**src/rtl/icache_axi_refill_pkg.sv**
```systemverilog
// Shared AXI4 read-channel constants and refill FSM encoding.
// Latency: n/a (types and constants only).
// Backpressure: n/a.
package icache_axi_refill_pkg;

    localparam logic [1:0] BURST_INCR = 2'b01;
    localparam logic [2:0] SIZE_4B    = 3'b010;
    localparam logic [1:0] RESP_OKAY  = 2'b00;

    typedef enum logic [1:0] {
        ST_IDLE = 2'd0,
        ST_ADDR = 2'd1,
        ST_DATA = 2'd2
    } refill_state_e;

    // Clear the low off_w address bits so the burst starts on a line boundary.
    function automatic logic [31:0] line_align(input logic [31:0] a, input int unsigned off_w);
        return a & ~((32'd1 << off_w) - 32'd1);
    endfunction

endpackage

```
**src/rtl/icache_axi_refill.sv**
```systemverilog
// I-cache line refill over AXI4 read: one INCR burst of BURST_LEN 32-bit beats per request.
// Latency: read_req to first read_valid is 3 cycles minimum (latch, AR handshake, registered beat).
// Backpressure: AR waits on arready; R is always accepted in DATA, so the cache sees no stall.
module icache_axi_refill
    import icache_axi_refill_pkg::*;
#(
    parameter int unsigned BURST_LEN = 16,
    parameter logic [3:0]  AXI_ID    = 4'd0
) (
    input  logic        clk,
    input  logic        rst,
    input  logic        read_req,
    input  logic [31:0] addr_req,
    output logic        req_ok,
    output logic [31:0] read_data,
    output logic        read_valid,
    output logic        read_last,
    output logic [3:0]  arid,
    output logic [31:0] araddr,
    output logic [7:0]  arlen,
    output logic [2:0]  arsize,
    output logic [1:0]  arburst,
    output logic        arvalid,
    input  logic        arready,
    input  logic [3:0]  rid,
    input  logic [31:0] rdata,
    input  logic [1:0]  rresp,
    input  logic        rlast,
    input  logic        rvalid,
    output logic        rready,
    output logic        bus_err,
    output logic        proto_err
);

    localparam int unsigned    CNT_W    = (BURST_LEN > 1) ? $clog2(BURST_LEN) : 1;
    localparam int unsigned    OFF_W    = $clog2(BURST_LEN * 4);
    localparam logic [CNT_W-1:0] LAST_CNT = CNT_W'(BURST_LEN - 1);

    refill_state_e    state_q, state_d;
    logic [31:0]      addr_q, addr_d;
    logic [CNT_W-1:0] cnt_q, cnt_d;
    logic [31:0]      read_data_q, read_data_d;
    logic             read_valid_q, read_valid_d;
    logic             read_last_q, read_last_d;
    logic             bus_err_q, bus_err_d;
    logic             proto_err_q, proto_err_d;

    logic beat;
    logic cnt_at_last;

    // The response ID carries no information for a single outstanding burst.
    logic unused_rid;
    assign unused_rid = ^rid;

    assign beat        = rvalid && (state_q == ST_DATA);
    assign cnt_at_last = (cnt_q == LAST_CNT);

    // Refill sequencing: latch aligned address, issue AR, count R beats until the line is full.
    always_comb begin
        state_d = state_q;
        addr_d  = addr_q;
        cnt_d   = cnt_q;
        case (state_q)
            ST_IDLE: begin
                if (read_req) begin
                    addr_d  = line_align(addr_req, OFF_W);
                    state_d = ST_ADDR;
                end
            end
            ST_ADDR: begin
                if (arready) begin
                    cnt_d   = '0;
                    state_d = ST_DATA;
                end
            end
            ST_DATA: begin
                if (beat) begin
                    cnt_d = cnt_q + 1'b1;
                    if (cnt_at_last) begin
                        state_d = ST_IDLE;
                    end
                end
            end
            default: state_d = ST_IDLE;
        endcase
    end

    // Beat forwarding and sticky error capture; last is taken from our own count, never from rlast.
    always_comb begin
        read_valid_d = beat;
        read_last_d  = beat && cnt_at_last;
        read_data_d  = beat ? rdata : read_data_q;
        bus_err_d    = bus_err_q   | (beat && (rresp != RESP_OKAY));
        proto_err_d  = proto_err_q | (beat && (rlast != cnt_at_last));
    end

    // State and datapath registers; reset aborts any burst in flight.
    always_ff @(posedge clk or negedge rst) begin
        if (!rst) begin
            state_q      <= ST_IDLE;
            addr_q       <= '0;
            cnt_q        <= '0;
            read_data_q  <= '0;
            read_valid_q <= 1'b0;
            read_last_q  <= 1'b0;
            bus_err_q    <= 1'b0;
            proto_err_q  <= 1'b0;
        end else begin
            state_q      <= state_d;
            addr_q       <= addr_d;
            cnt_q        <= cnt_d;
            read_data_q  <= read_data_d;
            read_valid_q <= read_valid_d;
            read_last_q  <= read_last_d;
            bus_err_q    <= bus_err_d;
            proto_err_q  <= proto_err_d;
        end
    end

    // AR fields come straight from state and the latched address, so they hold while arvalid waits.
    assign arvalid = (state_q == ST_ADDR);
    assign araddr  = addr_q;
    assign arid    = AXI_ID;
    assign arlen   = 8'(BURST_LEN - 1);
    assign arsize  = SIZE_4B;
    assign arburst = BURST_INCR;
    assign rready  = (state_q == ST_DATA);

    // Accept the request on the AR handshake, then keep acknowledging it for the rest of the burst.
    assign req_ok  = ((state_q == ST_ADDR) && arready) || ((state_q == ST_DATA) && read_req);

    assign read_data  = read_data_q;
    assign read_valid = read_valid_q;
    assign read_last  = read_last_q;
    assign bus_err    = bus_err_q;
    assign proto_err  = proto_err_q;

endmodule

```
**config.mk**
```make
export PLATFORM = sky130hd
export DESIGN_NAME = icache_axi_refill
export DESIGN_NICKNAME = d
export VERILOG_FILES = /design/src/rtl/icache_axi_refill_pkg.sv /design/src/rtl/icache_axi_refill.sv
export SDC_FILE = /design/constraint.sdc
export NUM_CORES = 1
export LEC_CHECK = 0
export CORE_MARGIN = 2
export CORE_UTILIZATION = 43
export CTS_BUF_LIST = sky130_fd_sc_hd__clkbuf_4 sky130_fd_sc_hd__clkbuf_8
export CTS_CLUSTER_SIZE = 10
export DETAILED_ROUTE_END_ITERATION = 8
export PLACE_DENSITY = 0.95
export SLEW_MARGIN = 20
export SYNTH_ARGS = -nofsm -noshare
export SYNTH_HDL_FRONTEND = slang
export SYNTH_SLANG_ARGS = --single-unit
```
**constraint.sdc**
```tcl
create_clock -name clk -period 2.66 [get_ports clk]
set_clock_uncertainty 0.1 [all_clocks]
set_input_delay 0.266 -clock clk [delete_from_list [all_inputs] [get_ports clk]]
set_output_delay 0.266 -clock clk [all_outputs]
set_load 0.03 [all_outputs]
```
Figure 1. Routing congestion (run 1).
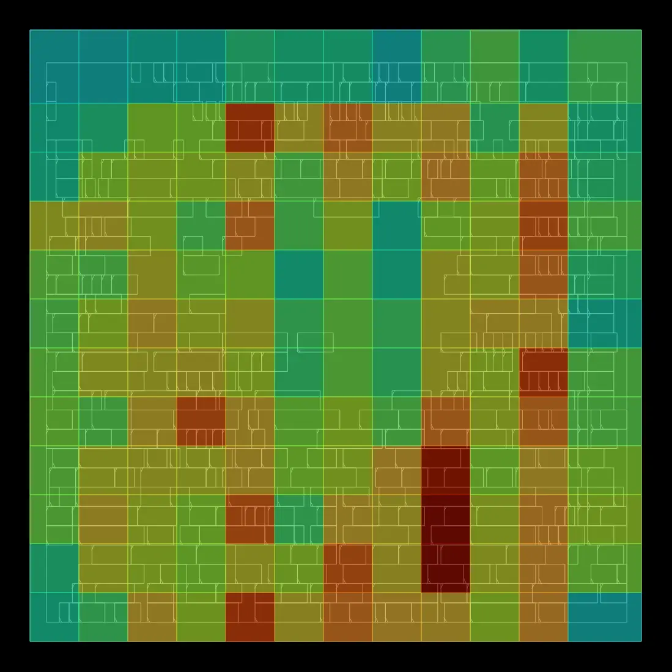
met2 usage: 0.347
GR Layer Usage met3: 0.0419
total track usage: 0.197
GRT busiest layer: met2
post-layout util: 0.671

Figure 2. Signal wires by layer (run 1).
Scale bar: 20 um.
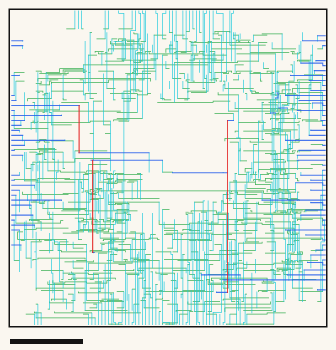
legend:
  red:
    layer: metal 4
    wire_length: 85.0 um
  cyan:
    layer: metal 2
    wire_length: 3570 um
  blue:
    layer: metal 3
    wire_length: 450 um
  green:
    layer: metal 1
    wire_length: 2810 um
WL/cell: 14.5 um
final WL: 6920 um
DR vias: 2195

Figure 3. Layout detail (run 1).
Scale bar: 5 um. Window x 33 to 53, y 50 to 70 um. Cells in gray, sequential cells in the stronger gray; small squares are vias.
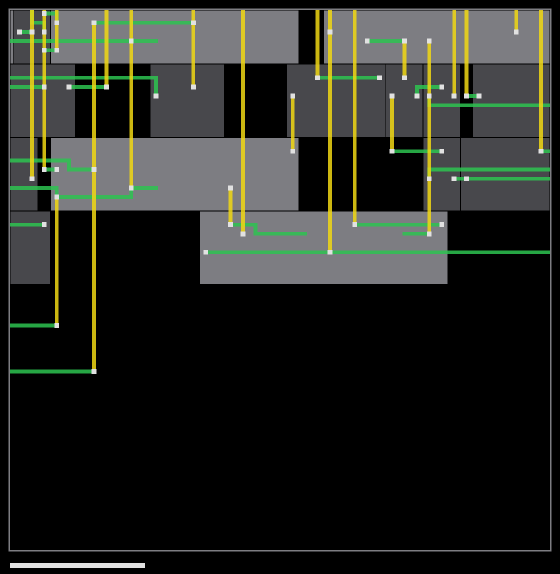
legend:
  yellow:
    layer: metal 2
  green:
    layer: metal 1
most frequent: nand2_1 (4), clkdlybuf4s50_1 (4), dfrtp_1 (4)
sequential cells in the window: 4
cells with their middle in the window: 14
netlist names of flops here include: read_data (2)

Figure 4. Logic cells by family (run 1).
Scale bar: 20 um.
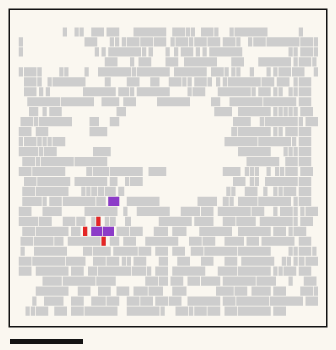
legend:
  red:
    family: inv cells
    cells: 3
    most_used: inv_1
  purple:
    family: and/or cells
    cells: 3
    most_used: and2b_2
logic share of the area: 0.232
most frequent logic cell in the layout: clkdlybuf4s50_1
Post-Layout Cell Count: 476

==> impl_metrics.json, run 1 <==
{
  "signal_buffers": 138,
  "grt_pass1_vias": 2287,
  "power_density_nw_per_um2": 1240,
  "ys_cells": 258,
  "ys_ff": 68,
  "rr_worst_depth": 3,
  "synth_cells": 258,
  "vdd_drop_max_v": 0.000702,
  "drtIter0Drc": 90,
  "cts_setup_buffers": 0,
  "tns_ps": 0,
  "crit_end": "req_ok",
  "adder_share": 0.00430,
  "port_buffers": 130,
  "logic_family": "simple AND/OR/NAND/NOR gates",
  "cts_tree": "built",
  "dp_worst_setup_slack_ps": 528,
  "ys_warn_count": 0,
  "drive_gt1_frac": 0.133,
  "grt_start_max_net_pins": 41,
  "cp_slowest_cell": "clkdlybuf4s50_1",
  "grt_pass1_wl_um": 11300,
  "cp_max_fo": 7,
  "area_growth_syn_to_layout_pct": 49.1,
  "slew-limit-headroom": 0.415,
  "intPower_mw": 3.14,
  "coreArea_um2": 6460,
  "cts_resized": 0,
  "min_from": "rdata[30]",
  "clk_latency_ps": 330,
  "start_kind": "flip-flop",
  "synth_top_area_share": 0.585,
  "die_area_um2": 7440,
  "cp.arrival_ps": 1900,
  "dp_hpwl_um": 5140,
  "slew_violations": 0,
  "final_cell_mix": "clkdlybuf4s50_1 (129), nand2_1 (103), dfrtp_1 (68)",
  "synth.area.mux_share": 0.129,
  "fill_cells": 485,
  "max_slew.worst_pin.slew_ps": 878,
  "antenna_found_initial": 0,
  "clock_sink_count": 68,
  "netlist_top_cells_count": "nand2_1 (103), dfrtp_1 (68), buf_4 (26)",
  "ys_async_sr_fraction": 1.00,
  "clk-power_mw": 0.711,
  "dpl-instance-area_um2": 4170,
  "fin_crit_ps": 2260,
  "clock_cell_area_share": 0.0372,
  "largest_class": "flip-flops and latches",
  "simple_gate_share": 0.163,
  "fin_ws_ps": 398,
  "largest_area_cell": "dfrtp_1",
  "rsz0062_at_grt": "no",
  "edf_count": 0,
  "drv_cap": 0,
  "post-place-cells": 460,
  "ant_nets": 0,
  "netlist_top_cells_area": "dfrtp_1 (59%), nand2_1 (13%), mux2_4 (9.8%)",
  "cp.buffers_inverters": 1,
  "hold_path_depth": 3,
  "syn_area_per_cell_um2": 11.3,
  "clk_pin_slew_worst_paths_ps": 70,
  "switching_share": 0.416,
  "setup_viol": 0,
  "fmax_ghz": 0.442,
  "postCtsHoldBufs": 1,
  "cp.required_ps": 2290,
  "nClkBuffers": 10,
  "drc_errors": 0,
  "outcome": "finished clean",
  "cts_root_buf": "clkbuf_8",
  "h-tree-depth": 3,
  "rrSetupSlack_ps": 790,
  "power_leader": "combinational cells",
  "holdPathEnd": "read_data[30]",
  "synth-main-ff-cell": "dfrtp_1",
  "synthXorXnorAreaFrac": 0.00301,
  "finalNetCount": 472,
  "regArea_um2": 1700,
  "synth_seq_share": 0.585,
  "finalHoldViolCount": 0,
  "die_h_um": 86.2,
  "reg2reg_from": "state_q[1]",
  "path_class": "flip-flop to output port",
  "num_rows": 29,
  "synthAoiAreaFrac": 0.0159,
  "holdWs_ps": 360,
  "warnings": 36,
  "diodes": 0,
  "pg_seq_mw": 1.78,
  "taps": 77,
  "die_w_um": 86.2,
  "power.static_leakage_nw": 2.08,
  "startpoint": "state_q[1]",
  "synth.distinct_cells": 26,
  "min_path_type": "input port to flip-flop",
  "design_area_um2": 4340,
  "inv_count": 3,
  "overflow": 0,
  "synth-area-yosys_um2": 2910,
  "cts_buffers": 9,
  "path_depth": 3,
  "seq_share": 0.392,
  "power.share.clock": 0.132,
  "viasPerCell": 4.61,
  "comb_power_mw": 2.88,
  "total_power_mw": 5.37,
  "initCoreUtil": 0.450,
  "ios": 164,
  "cp_slowest_stage_delay_ps": 680,
  "most_common_cell": "nand2_1",
  "seq_cell_count": 68,
  "nMultiInputCombCells": 175,
  "p_switching_mw": 2.23,
  "cp_cell_sequence": "nand3b_1, nand2_1, clkdlybuf4s50_1",
  "firstDrtPassIters": 4,
  "cts_buffer_depth": 2,
  "final-comb-area_um2": 1010,
  "seq_power_share": 0.331,
  "comb_power_share": 0.536,
  "routabilityCongestion": 0.731,
  "crit_path_end_kind": "output port",
  "finalClockPeriodUsage": 0.850
}
run 1: layer usage:
metal  global-route usage  vias to the layer above  share of wire  wire length (um)
met5                    0                        -              0                 0
met4               0.0639                        0          0.012                85
met3               0.0419                        7          0.065               449
met2                0.347                       92           0.52              3570
met1                0.243                     1052           0.41              2810
li1                     -                     1044              -                 -
run 1: logic make-up (layout without fill, tap and decap cells):
family / Yosys count / count (layout)
AND/OR/NAND/NOR: 116 / 116
flip-flops: 68 / 68
buffers and inverters: 36 / 156
multiplexers: 27 / 27
AND-OR/OR-AND: 7 / 7
other: 2 / 23
adder cells (fa/ha/maj): 1 / 1
XOR/XNOR: 1 / 1
run 1: sequential cells by signal (all words and copies together) (netlist names):
name and cells:
state_q 2, bus_err 1, read_data 32, cnt_q 4
araddr 26, proto_err 1, read_last 1, read_valid 1
## Run 2: what changed since run 1
--- a/config.mk
+++ b/config.mk
@@ -10,7 +10,7 @@
 export CTS_BUF_LIST = sky130_fd_sc_hd__clkbuf_4 sky130_fd_sc_hd__clkbuf_8
 export CTS_CLUSTER_SIZE = 10
 export DETAILED_ROUTE_END_ITERATION = 8
-export PLACE_DENSITY = 0.95
+export PLACE_DENSITY = 0.89
 export SLEW_MARGIN = 20
 export SYNTH_ARGS = -nofsm -noshare
 export SYNTH_HDL_FRONTEND = slang
Figure 5. Signal wires by layer (run 2).
Scale bar: 20 um.
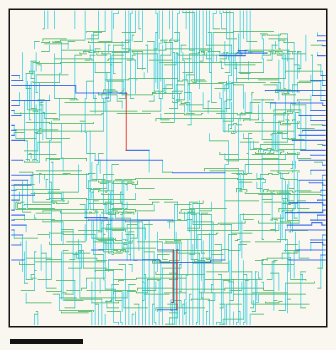
WL/cell: 14.4 um
total track usage: 0.185
DR vias: 2148
final WL: 6830 um

==> impl_metrics.json, run 2 <==
{
  "comb_power_share": 0.512,
  "ios": 164,
  "grt_pass1_vias": 2219,
  "ys_warn_count": 0,
  "setup_viol": 0,
  "logic_family": "simple AND/OR/NAND/NOR gates",
  "firstDrtPassIters": 4,
  "cp.arrival_ps": 1870,
  "adder_share": 0.00430,
  "layout_top_cell": "clkdlybuf4s50_1",
  "switching_share": 0.398,
  "antenna_found_initial": 0,
  "rsz0062_at_grt": "no",
  "num_rows": 29,
  "pg_seq_mw": 1.78,
  "dpl-instance-area_um2": 4160,
  "diodes": 0,
  "slew_violations": 0,
  "clk_latency_ps": 320,
  "cts_root_buf": "clkbuf_8",
  "finalNetCount": 469,
  "seq_cell_count": 68,
  "cp.required_ps": 2290,
  "overflow": 0,
  "clk_pin_slew_worst_paths_ps": 70,
  "rrSetupSlack_ps": 940,
  "synth.area.mux_share": 0.129,
  "initCoreUtil": 0.450,
  "ys_cells": 258,
  "grt_start_max_net_pins": 69,
  "regArea_um2": 1700,
  "ys_ff": 68,
  "power_leader": "combinational cells",
  "netlist_top_cells_count": "nand2_1 (103), dfrtp_1 (68), buf_4 (26)",
  "power.static_leakage_nw": 2.10,
  "crit_path_end_kind": "output port",
  "cts_buffer_depth": 2,
  "intPower_mw": 3.36,
  "finalClockPeriodUsage": 0.841,
  "port_buffers": 130,
  "fill_cells": 495,
  "cp_slowest_cell": "clkdlybuf4s50_1",
  "final-comb-area_um2": 1010,
  "synth_cells": 258,
  "ant_nets": 0,
  "fmax_ghz": 0.447,
  "finalHoldViolCount": 0,
  "comb_power_mw": 2.86,
  "edf_count": 0,
  "power.share.clock": 0.169,
  "max_slew.worst_pin.slew_ps": 587,
  "post-place-cells": 457,
  "start_kind": "flip-flop",
  "synth_top_area_share": 0.585,
  "power_density_nw_per_um2": 1270,
  "coreArea_um2": 6460,
  "cp_max_fo": 7,
  "clock_cell_area_share": 0.0513,
  "grt_pass1_wl_um": 10700,
  "seq_share": 0.388,
  "dp_worst_setup_slack_ps": 550,
  "holdWs_ps": 362,
  "outcome": "finished clean",
  "synth_seq_share": 0.585,
  "tns_ps": 0,
  "synth-main-ff-cell": "dfrtp_1",
  "viasPerCell": 4.53,
  "syn_area_per_cell_um2": 11.3,
  "cp.buffers_inverters": 1,
  "seq_power_share": 0.318,
  "cts_buffers": 9,
  "ys_async_sr_fraction": 1.00,
  "vdd_drop_max_v": 0.000601,
  "drc_errors": 0,
  "cts_setup_buffers": 0,
  "final_cell_mix": "clkdlybuf4s50_1 (129), nand2_1 (103), dfrtp_1 (68)",
  "routabilityCongestion": 0.727,
  "path_class": "flip-flop to output port",
  "die_w_um": 86.2,
  "synth-area-yosys_um2": 2910
}
Figure 6. Logic cells by family (run 2).
Scale bar: 20 um.
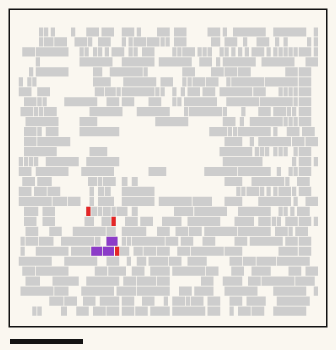
legend:
  red:
    family: inv cells
    cells: 3
    most_used: inv_1
  purple:
    family: and/or cells
    cells: 3
    most_used: and2b_2
Post-Layout Cell Count: 474
logic share of the area: 0.229

## run 2: cell counts after synthesis
No cell type changed its count.
## run 2: path summary, 6_finish.rpt
| path | startpoint | cells after the start | end |
|---|---|---|---|
| max | state_q[1] | 3 | req_ok |
| min | proto_err | 1 | proto_err |
| max reg2reg | state_q[0] | 4 | cnt_q[3] |
| min reg2reg | proto_err | 1 | proto_err |
| max in group asynchronous | rst | 3 | read_data[18] |
| min in group asynchronous | rst | 3 | araddr[7] |
## run 2: per-layer routing
metal / vias up / share of wire / GRT usage
li1: 1037 / - / -
met1: 1012 / 0.41 / 0.224
met2: 93 / 0.52 / 0.316
met3: 6 / 0.065 / 0.0438
met4: 0 / 0.0067 / 0.0810
met5: - / 0 / 0
